==> config.mk <==
export PLATFORM = sky130hd
export DESIGN_NAME = axi_sram_slave
export DESIGN_NICKNAME = d
export VERILOG_FILES = /design/src/rtl/axi_sram_slave_pkg.sv /design/src/rtl/axi_sram_slave_arb.sv /design/src/rtl/axi_sram_slave.sv
export SDC_FILE = /design/constraint.sdc
export NUM_CORES = 1
export LEC_CHECK = 0
export ABC_AREA = 1
export CAP_MARGIN = 15
export CORE_AREA = 2 2 102 104
export DETAILED_ROUTE_END_ITERATION = 7
export DIE_AREA = 0 0 104 106
export PLACE_DENSITY = 0.74
export SYNTH_ARGS = -nofsm -noshare
export SYNTH_HDL_FRONTEND = slang
export SYNTH_HIERARCHICAL = 1
export SYNTH_SLANG_ARGS = --single-unit
export TNS_END_PERCENT = 1
==> constraint.sdc <==
create_clock -name clk -period 4.42 [get_ports clk]
set_input_delay 1.105 -clock clk [delete_from_list [all_inputs] [get_ports clk]]
set_output_delay 1.105 -clock clk [all_outputs]
set_load 0.005 [all_outputs]
Fig. 1: placed cells, one color a class
Scale: 4 px per um. Fill, decap, tap and diode cells in gray.
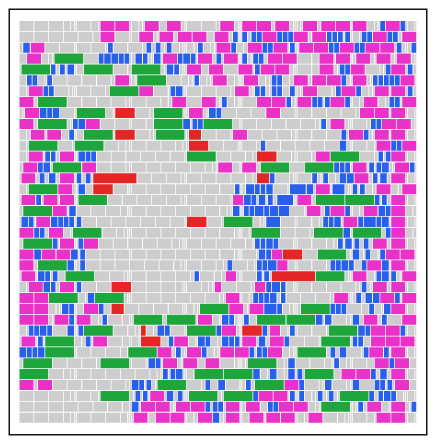
magenta -> remaining buffers and delay cells  # cells 228, share of their area 43%
red -> clock drivers and dummy loads  # cells 16, share of their area 4.3%
blue -> combinational and other logic  # cells 349, share of their area 28%
green -> sequential cells  # cells 66, share of their area 25%
Row Count: 37
core area: 10000 um^2
Final Util: 54.5%

Fig. 2: clock wires, drivers and flops
Scale: 6 px per um.
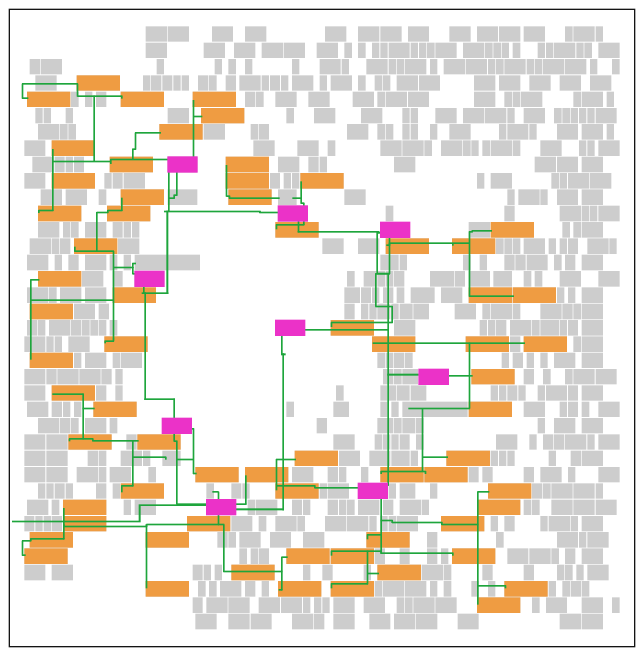
green -> clock wires  # length 878 um
orange -> flip-flops  # count 66
magenta -> clock drivers  # count 9
flops lie = all over the die
clk ins delay skew pair: 0.35 ns
P_clk: 0.577 mW
clock power share: 35.5%
final clock skew: 0.0131 ns

Fig. 3: supply network
Scale: 4 px per um. Pins as bars on the die edge.
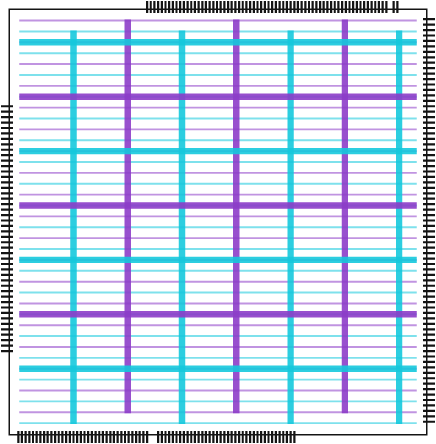
purple -> VDD
cyan -> VSS
rows = 37
met4 straps = 7
met5 straps = 7
signal pins = 263
Die Y: 106 um
Die X: 104 um

==> impl_metrics.yaml <==
# physical design summary
floorplan:
  io_pins: 263
  chipArea_um2: 11000
  fp_util_pct: 29.2
route:
  antenna_left: 0
  via_count: 3482
  avgRoutedWirePerCell_um: 12.2
  avgViaCountPerCell: 4.38
  routed_wl_um: 9710
  dr.pass1.iters: 4
  drc: 0
  drtIter0Drc: 105
synthesis:
  netlist.area_leader.share_pct: 45.2
  syn_area_um2: 2920
  xor_area_share_pct: 0
  syn_avg_cell_area_um2: 6.65
  mux_share_pct: 0
  area_leaders: "dfxtp_1 (45%), nor2_1 (21%), o21ai_0 (11%), inv_1 (7.3%), nand2_1 (3.7%)"
  yosys_cells: 439
  numSynthFlops: 66
  simple_gate_area_share_pct: 27.5
  ys_top_logic_family: "simple AND/OR/NAND/NOR gates"
  ys_sh_adder_pct: 0
  yosys_area_um2: 2920
  aoi_share_pct: 14.1
  synth_seq_share_pct: 45.2
  synth_cell_types: 28
  syn_inst: 439
  synth_warnings: 6
  yosysTopAreaCell: "dfxtp_1"
sta:
  period_used_pct: 89.9
  fin_crit_ns: 3.97
  hold_viol: 0
  tightest_slew_ns: 0.566
  slew_viol_final: 0
  max_clock_freq_mhz: 252
  fin_setup_tns_ns: 0
  slew_headroom_pct: 62.2
  setup_viol: 0
  rsz0062_at_grt: "false"
setup_path:
  worst_path_max_delay_cell: "clkdlybuf4s50_1"
  cp_max_fo: 16
  cp-start-kind: "input port"
  end_kind: "output port"
  r2r_setup_slack_ns: 2.34
  worstPathCellList: "clkdlybuf4s50_1, nand2_1, clkinv_1, nand2_2, inv_1, inv_1, nand4_1, buf_4, o21ai_0, clkdlybuf4s50_1"
  crit_path_max_incr_delay_ns: 0.56
  r2r_cells: 13
  critical_path_class: "in -> out"
  crit_required_ns: 3.31
  worstPathArrival_ns: 2.87
flow_run:
  maxCapViolCount: 0
  tool_warnings: 62
min_path:
  holdPathStages: 2
  worstHoldPathType: "reg -> reg"
cts:
  cts_tree: "yes"
  cts.sinks: 66
  root_buffer: "clkbuf_8"
  clkTransAtPathRegs_ns: 0.07
  numCtsBuffers: 9
  cts_hold_buf: 0
  cts_buffer_depth: 2
  htree_levels: 3
  cts_setup_buffers: 0
  cts_resized: 0
pwr:
  power_leakage_nw: 2.42
  irDropWorstVdd_v: 0.000165
  power_density_nw_per_um2: 299
final_layout:
  largest_reg_flops: 32
  layout_top_cell: "clkdlybuf4s50_1"
  final_net_count: 809
  synthToLayoutAreaGrowth_pct: 86.5
  final_cell_mix: "clkdlybuf4s50_1 (221), nor2_1 (161), dfxtp_1 (66)"
  stdcell_count: 795
  stdcell_area_um2: 5450
  drive_above_1_share_pct: 4.86
  antenna_cells: 0
place:
  gp_congestion: 0.745
  place_area_um2: 5220
  place_inst: 779
  dpl.hpwl_um: 7280
  io_buffers: 222
grt:
  antenna_found_initial: 0
  first_global_vias: 3331
  grt.total_usage_pct: 17.3
  grt_max_degree: 66
  grt_overflow_total: 0
  grt_pass1_wl_um: 15600
status:
  outcome: "finished clean"
metrics by stage:
stage	setup WS, ns	hold WS, ns	power, mW
6_report	0.447	0.501	1.63
5_1_grt	0.303	0.519	1.71
4_1_cts	0.430	0.498	1.65
3_5_place_dp	0.428	0.486	1.06
3_3_place_gp	0.451	0.478	1.06
2_1_floorplan	1.01	0.463	0.822
report_power, final:
group	switching [mW]	total [mW]	internal, mW
Sequential	0.0269	0.669	0.643
Clock	0.240	0.577	0.337
Combinational	0.153	0.380	0.227
per-layer routing:
| metal | vias to the layer above | part of all wire (%) | wire (um) | track usage, % |
|---|---|---|---|---|
| li1 | 1756 | - | - | - |
| met1 | 1529 | 41 | 3960 | 18.9 |
| met2 | 171 | 47 | 4530 | 29.8 |
| met3 | 26 | 9.6 | 933 | 6.32 |
| met4 | 0 | 2.9 | 285 | 8.20 |
| met5 | - | 0 | 0 | 0 |
Yosys cell counts, drive strengths merged:
| library cell | count |
|---|---|
| nor2 | 163 |
| dfxtp | 66 |
| nor3 | 1 |
| conb | 1 |
| o21ai | 76 |
| clkinv | 2 |
| nor4 | 2 |
| a21o | 1 |
| nand4 | 1 |
| inv | 60 |
| clkbuf | 8 |
| a21oi | 3 |
| nand3 | 5 |
| buf | 19 |
| nand2 | 31 |
critical path: cells and delay by family:
family,cells,cell delay (ns)
buffers and inverters,6,1.38
and+or+nand+nor,3,0.23
AOI/OAI and AO/OA,1,0.15
layout make-up:
cell class / instances / area [um^2]
Sequential cell: 66 / 1320
Clock inverter: 5 / 86.3
Clock buffer: 11 / 141
Tap cell: 136 / 170
Multi-Input combinational cell: 287 / 1230
Inverter: 62 / 238
Fill cell: 931 / 4550
Timing Repair Buffer: 228 / 2260
Power is estimated from default activity; no workload was simulated.
